Fig. 1: met1 routing
The bar under the picture is 100 um long. Supply wires on this layer in gray.
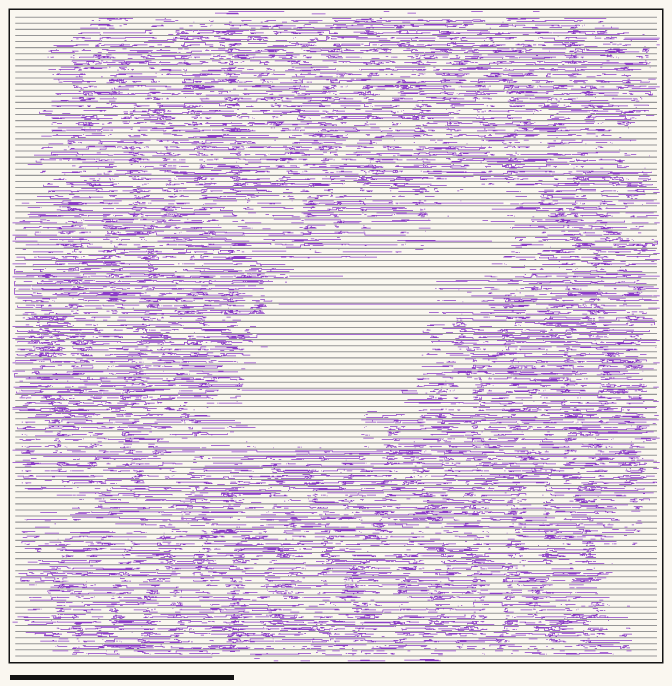
Fig. 2: met2 routing
Cells faint in the background.
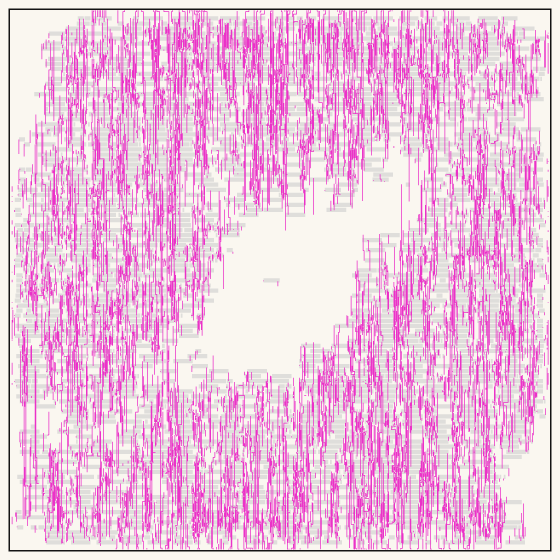
==> src/rtl/axi_pkg.sv <==
// Shared defaults and the stored-entry layout for the AXI-stream FIFO.
package axi_pkg;

  localparam int AXI_T_DATA_BIT   = 128;
  localparam int AXI_T_USER_WIDTH = 16;

  // One buffered beat: sideband in the upper bits, payload below.
  typedef struct packed {
    logic [AXI_T_USER_WIDTH-1:0] user;
    logic [AXI_T_DATA_BIT-1:0]   data;
  } axi_beat_t;

endpackage

==> src/rtl/axi_stream_fifo_if.sv <==
// One AXI-stream channel; master drives valid/data/user, slave drives ready.
interface axi_stream_fifo_if
  import axi_pkg::*;
#(
  parameter int DW = AXI_T_DATA_BIT,
  parameter int UW = AXI_T_USER_WIDTH
);
  logic          valid;
  logic          ready;
  logic [DW-1:0] data;
  logic [UW-1:0] user;

  modport master (output valid, output data, output user, input  ready);
  modport slave  (input  valid, input  data, input  user, output ready);
endinterface

==> src/rtl/axi_fifo_mem.sv <==
// Entry storage: one synchronous write port, one asynchronous read port.
// Contents are deliberately not reset; occupancy tracking makes stale words invisible.
module axi_fifo_mem #(
  parameter int DEPTH = 8,
  parameter int W     = 144,
  parameter int AW    = $clog2(DEPTH)
) (
  input  logic          clk,
  input  logic          we_i,
  input  logic [AW-1:0] waddr_i,
  input  logic [W-1:0]  wdata_i,
  input  logic [AW-1:0] raddr_i,
  output logic [W-1:0]  rdata_o
);
  logic [W-1:0] mem_q [DEPTH];

  // Write the accepted beat into its slot.
  always_ff @(posedge clk) begin
    if (we_i) mem_q[waddr_i] <= wdata_i;
  end

  assign rdata_o = mem_q[raddr_i];
endmodule

==> src/rtl/axi_stream_fifo.sv <==
// Elastic AXI-stream buffer with first-word fall-through, occupancy level,
// registered almost-full flag and synchronous flush.
module axi_stream_fifo
  import axi_pkg::*;
#(
  parameter int T_DATA_BIT   = AXI_T_DATA_BIT,
  parameter int T_USER_WIDTH = AXI_T_USER_WIDTH,
  parameter int DEPTH        = 8,
  parameter int AFULL_THRESH = DEPTH - 2
) (
  input  logic                       clk,
  input  logic                       rst_n,
  input  logic                       flush,
  axi_stream_fifo_if.slave           t,
  axi_stream_fifo_if.master          rx,
  output logic [$clog2(DEPTH+1)-1:0] level,
  output logic                       almost_full
);
  localparam int PTR_W  = $clog2(DEPTH);
  localparam int LVL_W  = $clog2(DEPTH+1);
  localparam int BEAT_W = T_DATA_BIT + T_USER_WIDTH;

  if ((DEPTH < 2) || ((DEPTH & (DEPTH - 1)) != 0)) begin : g_bad_depth
    $fatal(1, "axi_stream_fifo: DEPTH must be a power of two >= 2");
  end
  if ((AFULL_THRESH < 1) || (AFULL_THRESH > DEPTH)) begin : g_bad_thresh
    $fatal(1, "axi_stream_fifo: AFULL_THRESH must be in 1..DEPTH");
  end

  logic             init_q;
  logic [PTR_W-1:0] wr_ptr_q, wr_ptr_d;
  logic [PTR_W-1:0] rd_ptr_q, rd_ptr_d;
  logic [LVL_W-1:0] level_q, level_d;
  logic             afull_q, afull_d;
  logic             push, pop;
  logic [BEAT_W-1:0] rd_beat;

  // Ready depends on registered state only, so rx_ready never ripples back to t_ready.
  assign t.ready  = init_q && (level_q != LVL_W'(DEPTH));
  assign rx.valid = (level_q != '0);

  // Flush wins over any handshake in the same cycle.
  assign push = t.valid && t.ready && !flush;
  assign pop  = rx.valid && rx.ready && !flush;

  axi_fifo_mem #(.DEPTH(DEPTH), .W(BEAT_W), .AW(PTR_W)) u_mem (
    .clk     (clk),
    .we_i    (push),
    .waddr_i (wr_ptr_q),
    .wdata_i ({t.user, t.data}),
    .raddr_i (rd_ptr_q),
    .rdata_o (rd_beat)
  );

  assign rx.data     = rd_beat[T_DATA_BIT-1:0];
  assign rx.user     = rd_beat[BEAT_W-1:T_DATA_BIT];
  assign level       = level_q;
  assign almost_full = afull_q;

  // Next pointers/level; almost_full is derived from the next level so it tracks level exactly.
  always_comb begin
    wr_ptr_d = wr_ptr_q;
    rd_ptr_d = rd_ptr_q;
    level_d  = level_q;
    if (flush) begin
      wr_ptr_d = '0;
      rd_ptr_d = '0;
      level_d  = '0;
    end else begin
      if (push) wr_ptr_d = wr_ptr_q + PTR_W'(1);
      if (pop)  rd_ptr_d = rd_ptr_q + PTR_W'(1);
      case ({push, pop})
        2'b10:   level_d = level_q + LVL_W'(1);
        2'b01:   level_d = level_q - LVL_W'(1);
        default: level_d = level_q;
      endcase
    end
    afull_d = (level_d >= LVL_W'(AFULL_THRESH));
  end

  // State registers; init_q holds t_ready low for the first cycle out of reset.
  always_ff @(posedge clk) begin
    if (!rst_n) begin
      init_q   <= 1'b0;
      wr_ptr_q <= '0;
      rd_ptr_q <= '0;
      level_q  <= '0;
      afull_q  <= 1'b0;
    end else begin
      init_q   <= 1'b1;
      wr_ptr_q <= wr_ptr_d;
      rd_ptr_q <= rd_ptr_d;
      level_q  <= level_d;
      afull_q  <= afull_d;
    end
  end
endmodule

==> src/flat_wrapper.sv <==
// flat-port wrapper written by rule: the top's interface ports become plain ports
module axi_stream_fifo_flat import axi_pkg::*;
#(
  parameter int T_DATA_BIT   = AXI_T_DATA_BIT,
  parameter int T_USER_WIDTH = AXI_T_USER_WIDTH,
  parameter int DEPTH        = 8,
  parameter int AFULL_THRESH = DEPTH - 2
)
  (clk, rst_n, flush, level, almost_full, t_valid, t_data, t_user, t_ready, rx_valid, rx_data, rx_user, rx_ready);
  axi_stream_fifo_if #(.DW((AXI_T_DATA_BIT)), .UW((AXI_T_USER_WIDTH))) t_i ();
  axi_stream_fifo_if #(.DW((AXI_T_DATA_BIT)), .UW((AXI_T_USER_WIDTH))) rx_i ();
  input  logic clk;
  input  logic rst_n;
  input  logic flush;
  output logic [$clog2(DEPTH+1)-1:0] level;
  output logic almost_full;
  input wire logic [$bits(t_i.valid)-1:0] t_valid;
  input wire logic [$bits(t_i.data)-1:0] t_data;
  input wire logic [$bits(t_i.user)-1:0] t_user;
  output wire logic [$bits(t_i.ready)-1:0] t_ready;
  output wire logic [$bits(rx_i.valid)-1:0] rx_valid;
  output wire logic [$bits(rx_i.data)-1:0] rx_data;
  output wire logic [$bits(rx_i.user)-1:0] rx_user;
  input wire logic [$bits(rx_i.ready)-1:0] rx_ready;
  assign t_i.valid = t_valid;
  assign t_i.data = t_data;
  assign t_i.user = t_user;
  assign t_ready = t_i.ready;
  assign rx_valid = rx_i.valid;
  assign rx_data = rx_i.data;
  assign rx_user = rx_i.user;
  assign rx_i.ready = rx_ready;
  axi_stream_fifo #(.T_DATA_BIT(T_DATA_BIT), .T_USER_WIDTH(T_USER_WIDTH), .DEPTH(DEPTH), .AFULL_THRESH(AFULL_THRESH)) u_core (.clk(clk), .rst_n(rst_n), .flush(flush), .t(t_i), .rx(rx_i), .level(level), .almost_full(almost_full));
endmodule
==> config.mk <==
export PLATFORM = sky130hd
export DESIGN_NAME = axi_stream_fifo_flat
export DESIGN_NICKNAME = d
export VERILOG_FILES = /design/src/rtl/axi_pkg.sv /design/src/rtl/axi_stream_fifo_if.sv /design/src/rtl/axi_fifo_mem.sv /design/src/rtl/axi_stream_fifo.sv /design/src/flat_wrapper.sv
export SDC_FILE = /design/constraint.sdc
export NUM_CORES = 1
export LEC_CHECK = 0
export ABC_AREA = 1
export CAP_MARGIN = 20
export CORE_MARGIN = 2
export CORE_UTILIZATION = 55
export DETAILED_ROUTE_END_ITERATION = 7
export HOLD_SLACK_MARGIN = 0.06
export PLACE_DENSITY = 0.75
export SETUP_SLACK_MARGIN = 0.05
export SYNTH_ARGS = -nofsm -noshare
export SYNTH_HDL_FRONTEND = slang
export SYNTH_SLANG_ARGS = --single-unit
export TNS_END_PERCENT = 1
==> constraint.sdc <==
create_clock -name clk -period 9.9 [get_ports clk]
set_input_delay 0.99 -clock clk [delete_from_list [all_inputs] [get_ports clk]]
set_output_delay 0.99 -clock clk [all_outputs]
set_load 0.005 [all_outputs]
==> datasheet_impl.txt <==
Physical implementation characteristics

Parameter                              Value

Flow run
  # Max-Cap Violations .................. 0
  OpenROAD warning count .................. 55

Setup path
  Largest fanout of any net on the critical path .................. 179
  Endpoint of the worst setup timing path .................. rx_data[19]
  Critical path endpoint category .................. output port
  Critical path start-end classification .................. reg2out
  Kind of launch point of the worst setup path .................. flop

CTS
  Clk_lat worst skew .................. 0.67 ns
  Reg clk slew, reported paths .................. 0.06 ns
  Post-CTS sizing .................. 0

Yosys
  Library cell with the largest summed area after synthesis .................. sky130_fd_sc_hd__edfxtp_1
  Synthesis-stage register bit count .................. 1,167
  Cell with the most instances after synthesis .................. sky130_fd_sc_hd__edfxtp_1
  Synthesized chip area reported by yosys .................. 45,500 um2
  Area share, top type .................. 76.1%
  Cells after Synth .................. 3,194
  Number of nets in the synthesized netlist .................. 3,348
  Synthesized area divided by synthesized cell count .................. 14.2 um2
  Number of distinct library cells after synthesis .................. 27

Routing
  Count of nets left with antenna violations after detail routing .................. 0
  Detailed-route wire length .................. 98.6 mm
  Met1 wire length .................. 41.1 mm
  Top sig layer .................. met5

Floorplanning
  Core region area .................. 82,000 um2
  Die width .................. 292 um
  Die Ht .................. 292 um
  Number of primary I/O pins .................. 300
  Total number of placement rows .................. 105

Global routing
  Antenna violations before repair .................. 11
  Number of global-route vias before repair .................. 26,200
  Met3 track utilization from global routing .................. 3.67%

STA
  Maximum frequency from static timing analysis .................. 180 MHz
  Min Hold Slack .................. 0.471 ns
  Final slew viol count .................. 0
  Final Worst Setup Slack .................. 4.36 ns
  Final Hold Viols .................. 0
  Final-layout setup total negative slack .................. 0 ns
  Endpoints failing setup .................. 0
  Relative max-transition margin .................. 11.7%
  Largest clock skew in the final design .................. 0.0224 ns

Placed design
  Total placed instance area .................. 49,100 um2
  RePlAce Congestion .................. 0.786
  Setup WS pre-CTS .................. 5.13 ns

Min path
  Worst min-delay path class .................. reg2reg
  Cell depth of the worst min-delay path .................. 2

Run status
  Status .................. finished, final reports clean

Cells and area
  Layout filler cell count .................. 5,799
  Share of cells above drive strength 1 .................. 6.43%
  Post-layout instance count excluding filler cells .................. 4,611
  Share of the core filled with cells in the final layout .................. 64.4%

Power
  Post-layout power .................. 10,000 uW
About Fig. 1:
- main direction: horizontal
- wire length on this layer: 41.1 mm
- share of all routed wire: 42%
- nets with wire on the layer: 3,318

About Fig. 2:
- nets with wire on the layer: 2,831
- longest straight run: 130 um
- wire length on this layer: 48.4 mm
- main direction: vertical
- share of all routed wire: 49%

-- layout by cell type (no fill, tap or decap), types with 23 or more instances in the layout --
cell type,n
sky130_fd_sc_hd__edfxtp_1,1152
sky130_fd_sc_hd__nor2_1,584
sky130_fd_sc_hd__nand2_1,454
sky130_fd_sc_hd__clkdlybuf4s50_1,299
sky130_fd_sc_hd__o21ai_0,292
sky130_fd_sc_hd__mux2i_1,144
sky130_fd_sc_hd__o22ai_1,144
sky130_fd_sc_hd__o32ai_1,122
sky130_fd_sc_hd__clkbuf_16,115
sky130_fd_sc_hd__clkbuf_1,29
sky130_fd_sc_hd__clkinv_1,26
sky130_fd_sc_hd__buf_4,23
-- registers in the layout (all words and copies together), names as in the netlist, named ones only --
register / cells
u_core.u_mem.mem_q: 1152
u_core.almost_full: 1
u_core.wr_ptr_q: 3
u_core.level: 4
u_core.rd_ptr_q: 3
u_core.init_q: 1
-- critical path, cell delays in order (launching register included) --
cell and delay (ns):
sky130_fd_sc_hd__dfxtp_4 0.83, sky130_fd_sc_hd__buf_12 0.59, sky130_fd_sc_hd__buf_4 0.86, sky130_fd_sc_hd__o21ai_0 0.28, sky130_fd_sc_hd__o22ai_1 0.25, sky130_fd_sc_hd__nand2_1 0.08
sky130_fd_sc_hd__nand2_1 0.11, sky130_fd_sc_hd__clkdlybuf4s50_1 0.50
-- area by class of cell --
class	instances	area, um2	share of cell area, %
clock inverter	64	582	1.10
inverter	19	92.6	0.175
multi-input combinational	1802	9430	17.9
timing repair buffer	330	3330	6.30
tap	1070	1340	2.54
clock buffer	151	3080	5.84
sequential	1167	34900	66.1
antenna	8	20.0	0.0379
-- power breakdown --
part	switching (uW)	internal, uW	leakage (uW)
Sequential	8.97	5450	0.0105
Combinational	195	159	0.00490
Clock	1770	2420	0.00180
Power is estimated from default activity; no workload was simulated.
